Design contador_ciclos_multicanal, sky130hd; sources not shown.
layer_met1.png
Scale bar: 20 µm.
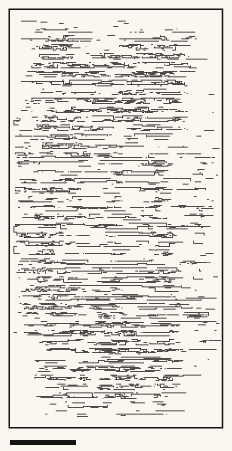
nets with wire on the layer = 496
share of all routed wire = 38%
wire length on this layer = 4280 µm
longest straight run = 25.8 µm
main direction = horizontal
vias: 3905
grt met1 use: 31.0%

layer_met2.png
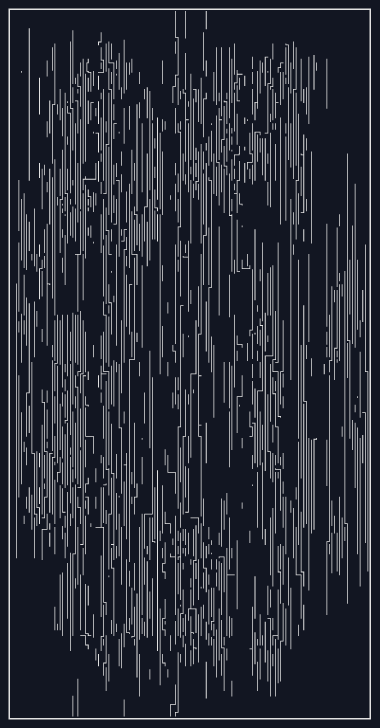
main direction = vertical
wire length on this layer = 6010 µm
nets with wire on the layer = 452
longest straight run = 49.1 µm
GR Util met2: 52.1%
WL final: 11.1 mm

layer_met3.png
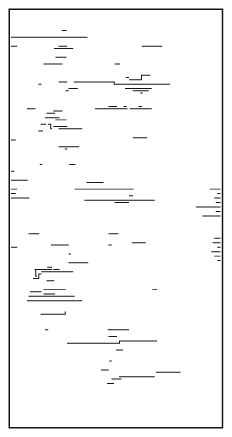
wire length on this layer = 425 µm
nets with wire on the layer = 63
main direction = horizontal
met3 usage: 5.22%

layer_met4.png
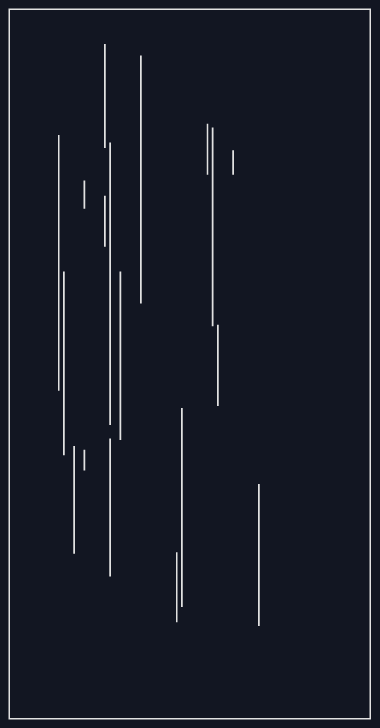
nets with wire on the layer = 14
wire length on this layer = 417 µm
longest straight run = 50.3 µm
share of all routed wire = 3.8%
main direction = vertical

==> results.tsv <==
metric	value	unit
status	completed	
area grow syn2layout	11.7	%
Final WS setup	1.33	ns
Static Leakage	2.02	nW
Die ar.	0.00819	mm²
Post-Syn Nets	506	
fillcell total	542	
CTS tree	yes	
Slew @ Worst Pin	0.975	ns
Initial DRT Pass Iterations	5	
fin util	74.0	%
Post-Place Cell Area	0.00530	mm²
dpl ws	1.29	ns
pwr/cell area	394	mW/mm²
Post-CTS Setup Bufs	0	
Crit Path Max Fanout	15	
Total GRT Usage	29.9	%
Avg Cell Area, Syn	10.3	µm²
most numerous logic cells after layout	dfxtp_1 (63), and2_1 (51), edfxtp_1 (44)	
Non-Filler Instances	609	
Worst Path Buf+Inv	0	
post-synth area from yosys stat	0.00500	mm²
Top cells by area	edfxtp_1 (26%), dfxtp_1 (25%), and2_1 (6.4%)	
crit-path most repeated cell	nor2_1	
Max-slew headroom	35.0	%
Largest stage delay, worst path	0.54	ns
# resized after CTS	0	
Non-CTS buffers	33	
Clock H-tree levels	3	
layout cells sized above 1	7.18	%
fmax	388	MHz
buffering overhead	5.74	%
Gate Count Post-Synth	487	
Worst EP required	4.08	ns
final setup fails	0	
IO buf count	29	
NumNets Final	529	
Crit Path Category	reg -> reg	
Final Cell Area	0.00558	mm²
std cell rows	45	
# IOs	31	
CP endpoint kind	register	
crit share post-route	66.0	%
logic area	0.00224	mm²
clk cell area share	5.04	%
Top-area cell share	26.4	%
pin count of the biggest net entering global routing	46	
Root Buffer	clkbuf_16	
[metal layers]
layer  vias to the layer above  GRT usage, %  share of wire (%)
li1                       1873             -                  -
met1                      1852          31.0                 38
met2                       140          52.1                 54
met3                        40          5.22                3.8
met4                         0          16.3                3.7
met5                         -             -                  0
[logic make-up (layout without fill, tap and decap cells)]
group / after synthesis / count (layout) / share of synthesized area (%)
and+or+nand+nor: 202 / 202 / 23.6
AOI/OAI and AO/OA: 115 / 115 / 14.6
DFF: 107 / 107 / 51.7
buffers and inverters: 31 / 59 / 3.41
muxes: 26 / 26 / 5.21
adders and majority gates: 6 / 6 / 1.50
[where the power goes]
part | internal, mW | total (mW) | switching [mW]
combinational | 0.0472 | 0.113 | 0.0659
clock | 0.495 | 0.879 | 0.383
sequential | 1.19 | 1.21 | 0.0149
Power is estimated from default activity; no workload was simulated.
